==> images/logic_types.png <==
Scale: 6 px per um.
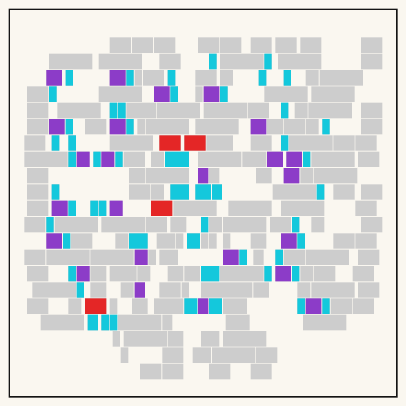
==> images/clk_routes.png <==
Scale: 8 px per um.
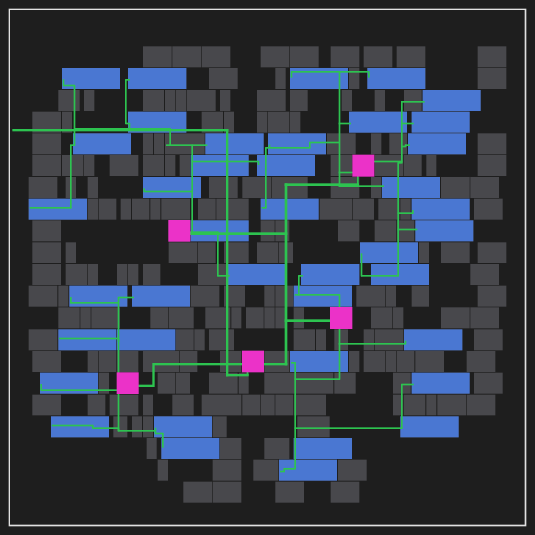
==> images/metal_density.png <==
Scale: 6 px per um. 13 x 13 tiles, from white (low) to dark blue (high), scaled to the fullest tile. Values are wire area over tile area, all layers added.
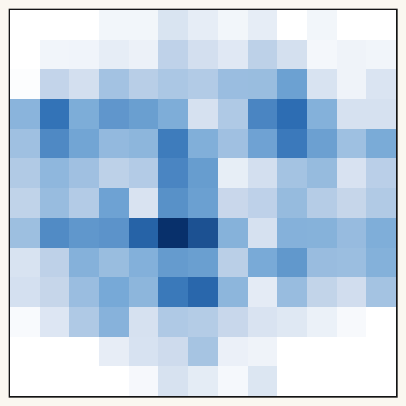
--- src/rtl/micro_sequencer_if.sv ---
// Sequencer bus: instruction fetch handshake plus the program-counter
// command group (pi / pl / ms / extend).
// master = micro_sequencer side, slave = memory / program-counter side.
interface micro_sequencer_if;
  logic [15:0] instr;
  logic        instr_valid;
  logic        fetch_req;
  logic        pi;
  logic        pl;
  logic        ms;
  logic [7:0]  extend;

  modport master (
    input  instr,
    input  instr_valid,
    output fetch_req,
    output pi,
    output pl,
    output ms,
    output extend
  );

  modport slave (
    output instr,
    output instr_valid,
    input  fetch_req,
    input  pi,
    input  pl,
    input  ms,
    input  extend
  );
endinterface

--- src/rtl/micro_sequencer.sv ---
// micro_sequencer: instruction-level control sequencer.
// FETCH -> DECODE -> EXEC -> PCUPD -> FETCH, HALT terminal.
// All strobes are registered from the state they belong to, so each strobe
// becomes visible in the cycle after that state (reg_we during PCUPD, the PC
// command in the following FETCH cycle). Exactly one PC command per
// instruction.
// Optional feature: define MSEQ_ILLEGAL_TRAP_EN to load TRAP_VEC into the PC
// on an illegal opcode; otherwise an illegal opcode executes as NOP.
module micro_sequencer (
  input  logic               i_clk,
  input  logic               i_rstn,
  micro_sequencer_if.master  bus,
  input  logic               i_zero,
  input  logic               i_neg,
  output logic [15:0]        o_ir,
  output logic [3:0]         o_alu_op,
  output logic               o_reg_we,
  output logic               o_illegal,
  output logic               o_halt,
  output logic [2:0]         o_state
);

`ifdef MSEQ_ILLEGAL_TRAP_EN
  localparam logic [7:0] TRAP_VEC = 8'hF0;
`endif

  localparam logic [3:0] OP_NOP  = 4'h0;
  localparam logic [3:0] OP_ALU  = 4'h1;
  localparam logic [3:0] OP_LDI  = 4'h2;
  localparam logic [3:0] OP_JMP  = 4'h3;
  localparam logic [3:0] OP_BZ   = 4'h4;
  localparam logic [3:0] OP_BN   = 4'h5;
  localparam logic [3:0] OP_HALT = 4'hF;

  typedef enum logic [2:0] {
    ST_FETCH  = 3'd0,
    ST_DECODE = 3'd1,
    ST_EXEC   = 3'd2,
    ST_PCUPD  = 3'd3,
    ST_HALT   = 3'd4
  } state_t;

  // Opcodes 6..E are not part of the instruction set.
  function automatic logic is_illegal_op(input logic [3:0] op);
    logic ill;
    case (op)
      OP_NOP, OP_ALU, OP_LDI, OP_JMP, OP_BZ, OP_BN, OP_HALT: ill = 1'b0;
      default: ill = 1'b1;
    endcase
    return ill;
  endfunction

  state_t      state_r;
  state_t      state_next_s;
  logic [15:0] ir_r;
  logic [3:0]  alu_op_r;
  logic        reg_we_r;
  logic        zero_r;
  logic        neg_r;
  logic        illegal_r;
  logic        halt_r;
  logic        fetch_req_r;
  logic        pi_r;
  logic        pl_r;
  logic        ms_r;
  logic [7:0]  extend_r;

  logic [3:0]  opcode_s;
  logic [7:0]  imm_s;
  logic        cmd_pi_s;
  logic        cmd_pl_s;
  logic        cmd_ms_s;
  logic [7:0]  cmd_ext_s;

  assign opcode_s = ir_r[15:12];
  assign imm_s    = ir_r[7:0];

  // Next-state logic: fetch waits on valid, HALT opcode diverts from DECODE.
  always_comb begin
    state_next_s = state_r;
    case (state_r)
      ST_FETCH: begin
        if (bus.instr_valid) begin
          state_next_s = ST_DECODE;
        end else begin
          state_next_s = ST_FETCH;
        end
      end
      ST_DECODE: begin
        if (opcode_s == OP_HALT) begin
          state_next_s = ST_HALT;
        end else begin
          state_next_s = ST_EXEC;
        end
      end
      ST_EXEC:  state_next_s = ST_PCUPD;
      ST_PCUPD: state_next_s = ST_FETCH;
      ST_HALT:  state_next_s = ST_HALT;
      default:  state_next_s = ST_FETCH;
    endcase
  end

  // PC command selection, only meaningful while in PCUPD.
  always_comb begin
    cmd_pi_s  = 1'b0;
    cmd_pl_s  = 1'b0;
    cmd_ms_s  = 1'b0;
    cmd_ext_s = 8'h00;
    if (state_r == ST_PCUPD) begin
      case (opcode_s)
        OP_NOP, OP_ALU, OP_LDI: cmd_pi_s = 1'b1;
        OP_JMP: begin
          cmd_pl_s  = 1'b1;
          cmd_ext_s = imm_s;
        end
        OP_BZ: begin
          if (zero_r) begin
            cmd_ms_s  = 1'b1;
            cmd_ext_s = imm_s;
          end else begin
            cmd_pi_s  = 1'b1;
          end
        end
        OP_BN: begin
          if (neg_r) begin
            cmd_ms_s  = 1'b1;
            cmd_ext_s = imm_s;
          end else begin
            cmd_pi_s  = 1'b1;
          end
        end
        default: begin
`ifdef MSEQ_ILLEGAL_TRAP_EN
          cmd_pl_s  = 1'b1;
          cmd_ext_s = TRAP_VEC;
`else
          cmd_pi_s  = 1'b1;
`endif
        end
      endcase
    end else begin
      cmd_pi_s  = 1'b0;
      cmd_pl_s  = 1'b0;
      cmd_ms_s  = 1'b0;
      cmd_ext_s = 8'h00;
    end
  end

  // FSM state register.
  always_ff @(posedge i_clk) begin
    if (!i_rstn) begin
      state_r <= ST_FETCH;
    end else begin
      state_r <= state_next_s;
    end
  end

  // Registered outputs; reset clears every pending strobe of an aborted instruction.
  always_ff @(posedge i_clk) begin
    if (!i_rstn) begin
      ir_r        <= 16'h0000;
      alu_op_r    <= 4'h0;
      reg_we_r    <= 1'b0;
      zero_r      <= 1'b0;
      neg_r       <= 1'b0;
      illegal_r   <= 1'b0;
      halt_r      <= 1'b0;
      fetch_req_r <= 1'b1;
      pi_r        <= 1'b0;
      pl_r        <= 1'b0;
      ms_r        <= 1'b0;
      extend_r    <= 8'h00;
    end else begin
      fetch_req_r <= (state_next_s == ST_FETCH);
      halt_r      <= (state_next_s == ST_HALT);
      if ((state_r == ST_FETCH) && bus.instr_valid) begin
        ir_r <= bus.instr;
      end
      if (state_r == ST_DECODE) begin
        alu_op_r  <= (opcode_s == OP_ALU) ? ir_r[11:8] : 4'h0;
        illegal_r <= illegal_r | is_illegal_op(opcode_s);
      end
      if (state_r == ST_EXEC) begin
        zero_r <= i_zero;
        neg_r  <= i_neg;
      end
      reg_we_r <= (state_r == ST_EXEC) &&
                  ((opcode_s == OP_ALU) || (opcode_s == OP_LDI));
      pi_r     <= cmd_pi_s;
      pl_r     <= cmd_pl_s;
      ms_r     <= cmd_ms_s;
      extend_r <= cmd_ext_s;
    end
  end

  assign bus.fetch_req = fetch_req_r & i_rstn;
  assign bus.pi        = pi_r;
  assign bus.pl        = pl_r;
  assign bus.ms        = ms_r;
  assign bus.extend    = extend_r;
  assign o_ir          = ir_r;
  assign o_alu_op      = alu_op_r;
  assign o_reg_we      = reg_we_r;
  assign o_illegal     = illegal_r;
  assign o_halt        = halt_r;
  assign o_state       = state_r;

endmodule

--- src/flat_wrapper.sv ---
// flat-port wrapper written by rule: the top's interface ports become plain ports
module micro_sequencer_flat 
  (i_clk, i_rstn, i_zero, i_neg, o_ir, o_alu_op, o_reg_we, o_illegal, o_halt, o_state, bus_instr, bus_instr_valid, bus_fetch_req, bus_pi, bus_pl, bus_ms, bus_extend);
  micro_sequencer_if bus_i ();
  input  logic i_clk;
  input  logic i_rstn;
  input  logic i_zero;
  input  logic i_neg;
  output logic [15:0] o_ir;
  output logic [3:0] o_alu_op;
  output logic o_reg_we;
  output logic o_illegal;
  output logic o_halt;
  output logic [2:0] o_state;
  input wire logic [$bits(bus_i.instr)-1:0] bus_instr;
  input wire logic [$bits(bus_i.instr_valid)-1:0] bus_instr_valid;
  output wire logic [$bits(bus_i.fetch_req)-1:0] bus_fetch_req;
  output wire logic [$bits(bus_i.pi)-1:0] bus_pi;
  output wire logic [$bits(bus_i.pl)-1:0] bus_pl;
  output wire logic [$bits(bus_i.ms)-1:0] bus_ms;
  output wire logic [$bits(bus_i.extend)-1:0] bus_extend;
  assign bus_i.instr = bus_instr;
  assign bus_i.instr_valid = bus_instr_valid;
  assign bus_fetch_req = bus_i.fetch_req;
  assign bus_pi = bus_i.pi;
  assign bus_pl = bus_i.pl;
  assign bus_ms = bus_i.ms;
  assign bus_extend = bus_i.extend;
  micro_sequencer u_core (.i_clk(i_clk), .i_rstn(i_rstn), .bus(bus_i), .i_zero(i_zero), .i_neg(i_neg), .o_ir(o_ir), .o_alu_op(o_alu_op), .o_reg_we(o_reg_we), .o_illegal(o_illegal), .o_halt(o_halt), .o_state(o_state));
endmodule
--- config.mk ---
export PLATFORM = sky130hd
export DESIGN_NAME = micro_sequencer_flat
export DESIGN_NICKNAME = d
export VERILOG_FILES = /design/src/rtl/micro_sequencer_if.sv /design/src/rtl/micro_sequencer.sv /design/src/flat_wrapper.sv
export SDC_FILE = /design/constraint.sdc
export NUM_CORES = 1
export LEC_CHECK = 0
export CORE_MARGIN = 2
export CORE_UTILIZATION = 43
export CTS_CLUSTER_SIZE = 24
export DETAILED_ROUTE_END_ITERATION = 10
export GPL_TIMING_DRIVEN = 0
export HOLD_SLACK_MARGIN = 0.12
export PLACE_DENSITY = 0.78
export SYNTH_ARGS = -nofsm -noshare
export SYNTH_HDL_FRONTEND = slang
export SYNTH_SLANG_ARGS = --single-unit
--- constraint.sdc ---
create_clock -name i_clk -period 4.8 [get_ports i_clk]
set_clock_uncertainty 0.2 [all_clocks]
set_input_delay 0.48 -clock i_clk [delete_from_list [all_inputs] [get_ports i_clk]]
set_output_delay 0.48 -clock i_clk [all_outputs]
set_load 0.01 [all_outputs]
==> flow_results.xml <==
<?xml version="1.0" encoding="UTF-8"?>
<metrics>
  <group name="synth">
    <metric name="yosys_cells" unit="">167</metric>
    <metric name="ys_sh_aoi" unit="">0.111</metric>
    <metric name="netlist_area" unit="mm^2">0.00157</metric>
    <metric name="most_area_hungry_cell_type_in_the_yosys_netlist" unit="">sky130_fd_sc_hd__dfxtp_1</metric>
    <metric name="syn-instance-count" unit="">167</metric>
    <metric name="yosys_reg_bits" unit="">40</metric>
    <metric name="edf_count" unit="">0</metric>
    <metric name="synth.cells.most_frequent" unit="">sky130_fd_sc_hd__nand2_1 (43), sky130_fd_sc_hd__dfxtp_1 (40), sky130_fd_sc_hd__a21boi_1 (10)</metric>
    <metric name="synthXorXnorAreaFrac" unit="">0.00560</metric>
    <metric name="yosys.area.top_type_share" unit="">0.512</metric>
    <metric name="yosysWarnings" unit="">0</metric>
    <metric name="yosysChipArea" unit="mm^2">0.00157</metric>
  </group>
  <group name="detailed_routing">
    <metric name="drc" unit="">0</metric>
    <metric name="met2RoutedLength" unit="mm">1.50</metric>
  </group>
  <group name="die">
    <metric name="die.size.y" unit="um">64.3</metric>
    <metric name="placementRows" unit="">21</metric>
  </group>
  <group name="placement">
    <metric name="placement.setup.worst_slack" unit="ps">1950</metric>
    <metric name="placedCellCount" unit="">271</metric>
    <metric name="io_buffers" unit="">58</metric>
    <metric name="post_dp_area" unit="mm^2">0.00220</metric>
  </group>
  <group name="worst_setup_path">
    <metric name="worstRegToRegCells" unit="">5</metric>
    <metric name="depth_of_the_critical_timing_path_with_buffers_and_inverters_included" unit="">4</metric>
    <metric name="rr_startpoint" unit="">u_core.o_state[1]$_SDFF_PN0_</metric>
    <metric name="worst-endpoint-arrival" unit="ps">2150</metric>
    <metric name="r2r_slack" unit="ps">3070</metric>
    <metric name="worst_path_max_stage_delay" unit="ps">590</metric>
    <metric name="worstReg2RegEnd" unit="">u_core.o_ir[6]$_SDFFE_PN0P_</metric>
  </group>
  <group name="cells_and_area">
    <metric name="seq_area_frac" unit="">0.353</metric>
    <metric name="comb.multi_input.count" unit="">114</metric>
    <metric name="top_area_cell_class" unit="">registers</metric>
    <metric name="largest_reg_flops" unit="">16</metric>
    <metric name="post_route_cells_drive_above_1_share" unit="">0.0815</metric>
    <metric name="nonClockInverterCount" unit="">0</metric>
    <metric name="final.fill_count" unit="">282</metric>
    <metric name="flop-count" unit="">40</metric>
    <metric name="antennaDiodeCount" unit="">0</metric>
    <metric name="layout.clock.cell_area_share" unit="">0.0292</metric>
    <metric name="layout.clock_buffers" unit="">6</metric>
  </group>
  <group name="clocking">
    <metric name="worst_skew_pair.late_latency" unit="ps">350</metric>
    <metric name="clock_tree.htree_level_count" unit="">2</metric>
    <metric name="cts_setup_buffers" unit="">0</metric>
    <metric name="cts_buffer_depth" unit="">2</metric>
    <metric name="cts-resized-gates" unit="">0</metric>
  </group>
  <group name="grt">
    <metric name="first_global_vias" unit="">1251</metric>
    <metric name="grt.busiest_layer" unit="">met2</metric>
    <metric name="antenna_found_initial" unit="">0</metric>
    <metric name="gr_ovfl_total" unit="">0</metric>
    <metric name="met3_usage" unit="">0.0827</metric>
  </group>
  <group name="sta">
    <metric name="finalMaxSlewViolations" unit="">0</metric>
    <metric name="finalCriticalPeriod" unit="ps">2830</metric>
    <metric name="tightestPinTransition" unit="ps">493</metric>
    <metric name="hold_viol" unit="">0</metric>
    <metric name="fmax" unit="MHz">354</metric>
    <metric name="rsz0062_at_grt" unit="">no</metric>
    <metric name="finalSetupViolations" unit="">0</metric>
  </group>
  <group name="power_and_ir_drop">
    <metric name="pg_clk" unit="W">0.000183</metric>
    <metric name="power_switching" unit="W">0.000167</metric>
    <metric name="power_leakage" unit="nW">0.876</metric>
    <metric name="power.switching_fraction" unit="">0.260</metric>
    <metric name="comb_power_share" unit="">0.166</metric>
    <metric name="clkPwrFrac" unit="">0.285</metric>
    <metric name="top_pwr_grp" unit="">registers</metric>
  </group>
  <group name="min_path">
    <metric name="worstHoldPathType" unit="">reg -&gt; reg</metric>
  </group>
  <group name="outcome">
    <metric name="run_status" unit="">finished, final reports clean</metric>
  </group>
</metrics>
## Picture notes: logic_types.png
[aoi and oai cells] purple | cells: 24 | most used: a21boi_1
[nand cells] cyan | cells: 53 | most used: nand2_1
[mux cells] red | cells: 4 | most used: mux2i_1
multi-input gate share of the layout cell area: 0.301
non-filler cells, final: 279

## Picture notes: clk_routes.png
[flip-flops] blue | count: 40
[clock wires] green | length: 452 um
[clock drivers] magenta | count: 5
routed clock nets: 6

## Picture notes: metal_density.png
densest ninth of the die: middle
tiles over half the peak: 17%
emptiest ninth of the die: bottom right
sum of routed wire length over all layers: 3.44 mm
Overall Global Routing Usage: 0.183
count of vias placed by the detailed router: 1362
Avg WL per Cell: 12.3 um

